--- src/rtl/ram_wr_ctrl_pkg.sv ---
// Shared definitions for the RAM write controller and the ROM address sequencer:
// state encodings and default bus widths.
package ram_wr_ctrl_pkg;

  typedef enum logic [1:0] {
    ST_IDLE  = 2'd0,
    ST_WRITE = 2'd1,
    ST_READ  = 2'd2,
    ST_PAUSE = 2'd3
  } state_t;

  localparam int ADDR_W_DEF = 8;
  localparam int DATA_W_DEF = 8;
  localparam int CNT_W      = 24;

endpackage

--- src/rtl/ram_rd_tick.sv ---
// Read hold-period counter: counts 0..CNT_MAX while enabled, freezes when not,
// clears synchronously, and flags the last count of each period with a tick.
module ram_rd_tick
  import ram_wr_ctrl_pkg::*;
#(
  parameter logic [CNT_W-1:0] CNT_MAX = 24'd9_999_999
) (
  input  logic sys_clk,
  input  logic sys_rst,
  input  logic en,
  input  logic clr,
  output logic tick
);

  logic [CNT_W-1:0] cnt_q;
  logic [CNT_W-1:0] cnt_d;
  logic             at_max;

  assign at_max = (cnt_q == CNT_MAX);
  // Tick only while counting, so a counter frozen at CNT_MAX cannot re-fire.
  assign tick   = en && at_max;

  // Next count: clear wins, otherwise advance and roll over at CNT_MAX.
  always_comb begin
    cnt_d = cnt_q;
    if (clr) begin
      cnt_d = '0;
    end else if (en) begin
      cnt_d = at_max ? '0 : cnt_q + CNT_W'(1);
    end
  end

  // Counter register.
  always_ff @(posedge sys_clk or posedge sys_rst) begin
    if (sys_rst) cnt_q <= '0;
    else         cnt_q <= cnt_d;
  end

endmodule

--- src/rtl/ram_wr_ctrl.sv ---
// RAM fill / playback controller. A key_wr pulse writes addr+INIT_VAL into every
// RAM location in one burst; a key_rd pulse plays the RAM back one address per
// hold period, and further key_rd pulses toggle pause. All outputs are registered.
//
// Key inputs are single-cycle pulses from the debouncers; there is no handshake.
// A pulse is acted on at the clock edge that samples it, and key_wr has priority
// over key_rd wherever both are accepted.
module ram_wr_ctrl
  import ram_wr_ctrl_pkg::*;
#(
  parameter int                ADDR_W   = ADDR_W_DEF,
  parameter int                DATA_W   = DATA_W_DEF,
  parameter logic [CNT_W-1:0]  CNT_MAX  = 24'd9_999_999,
  parameter logic [DATA_W-1:0] INIT_VAL = '0
) (
  input  logic              sys_clk,
  input  logic              sys_rst,
  input  logic              key_wr,
  input  logic              key_rd,
  output logic              wr_en,
  output logic              rd_en,
  output logic [ADDR_W-1:0] addr,
  output logic [DATA_W-1:0] wr_data,
  output logic              busy,
  output state_t            state_dbg
);

  localparam logic [ADDR_W-1:0] ADDR_LAST = '1;

  state_t              state_q,   state_d;
  logic                wr_en_q,   wr_en_d;
  logic                rd_en_q,   rd_en_d;
  logic                busy_q,    busy_d;
  logic [ADDR_W-1:0]   addr_q,    addr_d;
  logic [DATA_W-1:0]   wr_data_q, wr_data_d;

  logic                cnt_en;
  logic                cnt_clr;
  logic                tick;

  // The period counter runs only in READ when no key pulse is changing state;
  // it is cleared on every entry to READ from IDLE and on every jump to WRITE.
  assign cnt_en  = (state_q == ST_READ) && !key_wr && !key_rd;
  assign cnt_clr = (state_q != ST_WRITE) &&
                   (key_wr || ((state_q == ST_IDLE) && key_rd));

  ram_rd_tick #(
    .CNT_MAX (CNT_MAX)
  ) u_rd_tick (
    .sys_clk (sys_clk),
    .sys_rst (sys_rst),
    .en      (cnt_en),
    .clr     (cnt_clr),
    .tick    (tick)
  );

  // Next-state and next-output logic for the fill/playback FSM.
  always_comb begin
    state_d = state_q;
    wr_en_d = wr_en_q;
    rd_en_d = rd_en_q;
    busy_d  = busy_q;
    addr_d  = addr_q;
    unique case (state_q)
      ST_IDLE: begin
        if (key_wr) begin
          state_d = ST_WRITE;
          wr_en_d = 1'b1;
          busy_d  = 1'b1;
          addr_d  = '0;
        end else if (key_rd) begin
          state_d = ST_READ;
          rd_en_d = 1'b1;
          addr_d  = '0;
        end
      end
      ST_WRITE: begin
        if (addr_q == ADDR_LAST) begin
          state_d = ST_IDLE;
          wr_en_d = 1'b0;
          busy_d  = 1'b0;
          addr_d  = '0;
        end else begin
          addr_d  = addr_q + ADDR_W'(1);
        end
      end
      ST_READ: begin
        if (key_wr) begin
          state_d = ST_WRITE;
          wr_en_d = 1'b1;
          rd_en_d = 1'b0;
          busy_d  = 1'b1;
          addr_d  = '0;
        end else if (key_rd) begin
          state_d = ST_PAUSE;
          rd_en_d = 1'b0;
        end else if (tick) begin
          addr_d  = addr_q + ADDR_W'(1);
        end
      end
      ST_PAUSE: begin
        if (key_wr) begin
          state_d = ST_WRITE;
          wr_en_d = 1'b1;
          busy_d  = 1'b1;
          addr_d  = '0;
        end else if (key_rd) begin
          state_d = ST_READ;
          rd_en_d = 1'b1;
        end
      end
      default: begin
        state_d = ST_IDLE;
      end
    endcase
    // Write data always tracks the address, so it is correct on every write cycle.
    wr_data_d = DATA_W'(addr_d) + INIT_VAL;
  end

  // FSM state and registered outputs.
  always_ff @(posedge sys_clk or posedge sys_rst) begin
    if (sys_rst) begin
      state_q   <= ST_IDLE;
      wr_en_q   <= 1'b0;
      rd_en_q   <= 1'b0;
      busy_q    <= 1'b0;
      addr_q    <= '0;
      wr_data_q <= INIT_VAL;
    end else begin
      state_q   <= state_d;
      wr_en_q   <= wr_en_d;
      rd_en_q   <= rd_en_d;
      busy_q    <= busy_d;
      addr_q    <= addr_d;
      wr_data_q <= wr_data_d;
    end
  end

  assign wr_en     = wr_en_q;
  assign rd_en     = rd_en_q;
  assign busy      = busy_q;
  assign addr      = addr_q;
  assign wr_data   = wr_data_q;
  assign state_dbg = state_q;

endmodule

--- config.mk ---
export PLATFORM = sky130hd
export DESIGN_NAME = ram_wr_ctrl
export DESIGN_NICKNAME = d
export VERILOG_FILES = /design/src/rtl/ram_wr_ctrl_pkg.sv /design/src/rtl/ram_rd_tick.sv /design/src/rtl/ram_wr_ctrl.sv
export SDC_FILE = /design/constraint.sdc
export NUM_CORES = 1
export LEC_CHECK = 0
export ABC_AREA = 1
export CAP_MARGIN = 20
export CORE_MARGIN = 10
export CORE_UTILIZATION = 42
export CTS_CLUSTER_SIZE = 24
export DETAILED_ROUTE_END_ITERATION = 10
export PLACE_DENSITY = 0.64
export SLEW_MARGIN = 40
export SYNTH_ARGS = -nofsm -noshare
export SYNTH_HDL_FRONTEND = slang
export SYNTH_SLANG_ARGS = --single-unit
--- constraint.sdc ---
create_clock -name sys_clk -period 5.2 [get_ports sys_clk]
set_clock_uncertainty 0.2 [all_clocks]
set_input_delay 1.04 -clock sys_clk [delete_from_list [all_inputs] [get_ports sys_clk]]
set_output_delay 1.04 -clock sys_clk [all_outputs]
set_load 0.01 [all_outputs]
==> images/clock_wires.png <==
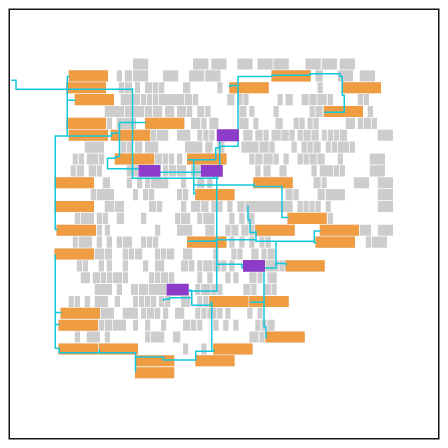
Key: cyan = clock wires [length 516 um]; purple = clock-net drivers [count 5]; orange = flip-flops [count 36]
There are 6 routed clock nets.

==> images/m1.png <==
Supply wires on this layer in grey. Cells faint in the background.
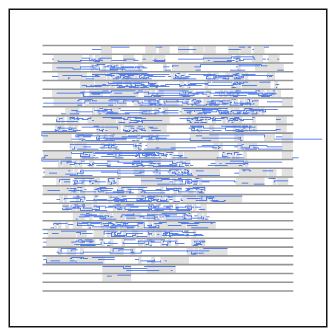
The layer carries 2970 um of wire. The wires run mostly horizontal.

==> images/class_map.png <==
Bar = 20 um.
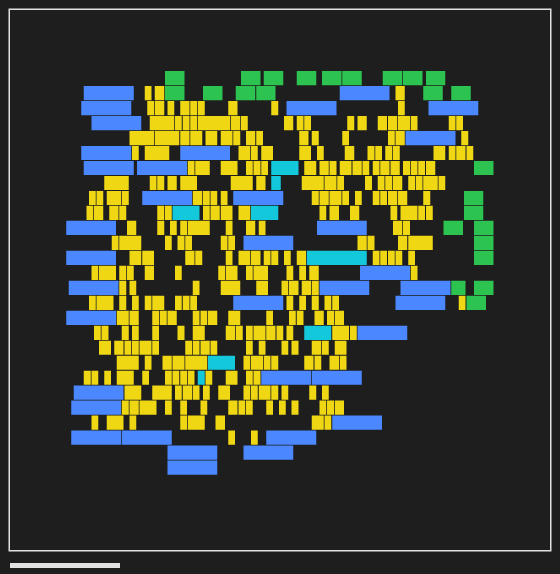
Key: yellow = remaining logic cells [cells 321]; cyan = clock drivers and dummy loads [cells 8]; green = remaining buffers and delay cells [cells 25]; blue = registers [cells 36]
Core Rows: 28
Design Area, Final: 2910 um2

==> images/sizing.png <==
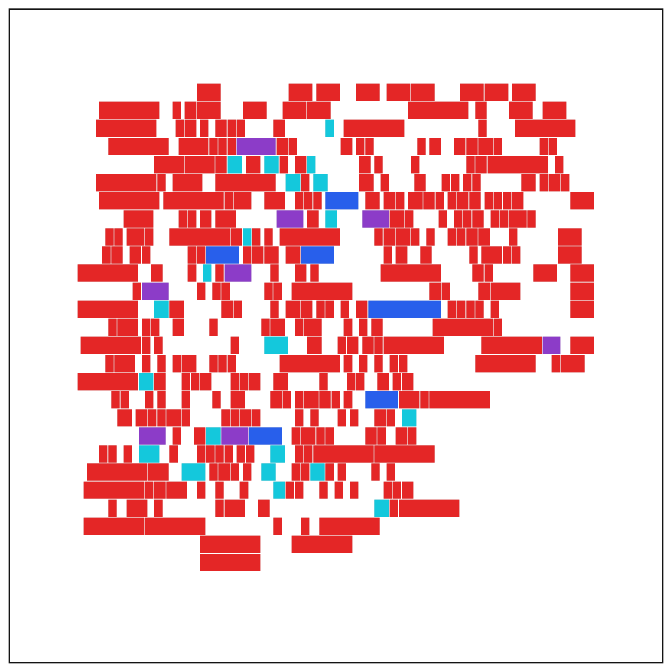
Key: blue = x6 and larger [cells 6]; purple = x3 and x4 [cells 8]; red = x1 and smaller [cells 355]; cyan = x2 [cells 21]

==> results_dict.tcl <==
# metrics dict for downstream scripts
set metrics [dict create \
    grt_max_degree 37 \
    r2r_cells 9 \
    crit_chain "clkdlybuf4s50_1, inv_2, nor2_2, a21oi_4, nand2_4, inv_2, nor2_1, or2_0, nor2_1" \
    ys_cells 371 \
    p_leak_nw 1.29 \
    finalWorstSetupSlack_ns 2.35 \
    outcome "complete, no violations" \
    finalCriticalPeriod_ns 2.85 \
    fp.coreArea_um2 5920 \
    max_stage_delay_ns 0.47 \
    critPathTopFamily "buffers and inverters" \
    grt_pass1_vias 2349 \
    drive_gt1_share_pct 8.97 \
    cts_setup_buffers 0 \
    cts_made_buffers 5 \
    io_pins 25 \
    diodes 0 \
    postCtsResizedCells 0 \
    die_h_um 98.1 \
    warnings 29 \
    slew_violations 0 \
    die-area_um2 9610 \
    min_period_over_period_pct 54.8 \
    cpMaxStageDelayCell "clkdlybuf4s50_1" \
    r2r-end "u_rd_tick.cnt_q[5]" \
]
[how the worst max path moves through the flow]
| stage | from | to | slack [ns] |
|---|---|---|---|
| 3_3_place_gp | key_wr | u_rd_tick.cnt_q[9] | 2.12 |
| 5_1_grt | key_wr | u_rd_tick.cnt_q[16] | 2.09 |
| 4_1_cts | key_wr | u_rd_tick.cnt_q[5] | 2.37 |
| 3_5_place_dp | key_wr | u_rd_tick.cnt_q[5] | 2.07 |
| 6_report | key_wr | u_rd_tick.cnt_q[5] | 2.35 |
| 2_1_floorplan | key_wr | u_rd_tick.cnt_q[7] | 2.97 |
[worst register-to-register path, cell delays in order, from the launching register on]
cell and delay (ns):
dfrtp_1 0.41, inv_1 0.10, ha_1 0.45, nor2_2 0.12, a21oi_4 0.23, nand2_4 0.18, inv_2 0.17, nor2_1 0.09
or2_0 0.22, nor2_1 0.10
[cells in the final DEF (no fill, tap or decap), types with 2 or more instances in the layout]
cell             count
nand4_1             17
a21oi_1             11
nand2_4              2
clkdlybuf4s50_1     24
nor2_2               5
clkbuf_8             5
dfrtp_1             36
o21ai_0             11
nor3_1               8
clkinv_2             2
nor2_1              43
xor2_1               9
nand2_1            109
nor2_4               4
nand2_2              7
inv_1               39
inv_2                4
o22ai_1              2
ha_1                 6
nand3_1             32
[stage by stage]
stage | cells | util, %
after floorplan | 371 | -
final | 465 | 49.1
after global routing | 465 | 49.1
after global placement | 457 | 47.3
after CTS | 465 | 49.1
after detailed placement | 457 | 47.3
[state kept, by name, summed over array words and instances, names as in the netlist]
register,count
u_rd_tick.cnt_q,24
wr_data,8
state_dbg,2
busy,1
rd_en,1
[final cells by class]
class | instances | area, um2 | share of cell area (%)
Clock buffer | 6 | 72.6 | 2.49
Clock inverter | 2 | 35.0 | 1.20
Inverter | 44 | 166 | 5.72
Multi-Input combinational cell | 277 | 1390 | 47.9
Sequential cell | 36 | 901 | 31.0
Tap cell | 75 | 93.8 | 3.23
Timing Repair Buffer | 25 | 248 | 8.52
[metal layers]
| metal | vias up | share of wire (%) | track usage [%] |
|---|---|---|---|
| met5 | - | 0 | 0 |
| met4 | 0 | 1.4 | 4.59 |
| met3 | 9 | 5.1 | 2.68 |
| met2 | 55 | 46 | 21.0 |
| met1 | 1141 | 47 | 17.2 |
| li1 | 1225 | - | - |
[report_power, final]
part / total (W) / internal, W / switching, W
registers: 0.000310 / 0.000294 / 0.0000157
clock network: 0.000243 / 0.000142 / 0.000101
logic: 0.000276 / 0.0000825 / 0.000194
total: 0.000829 / 0.000519 / 0.000310
[cell families after synthesis]
kind of cell | count (synthesis) | synth area share (%)
DFF | 36 | 35.2
xor gates and xnor gates | 9 | 3.08
AOI/OAI and AO/OA | 29 | 6.70
and+or+nand+nor | 233 | 41.7
adders and majority gates | 6 | 2.93
buffers and inverters | 58 | 10.4
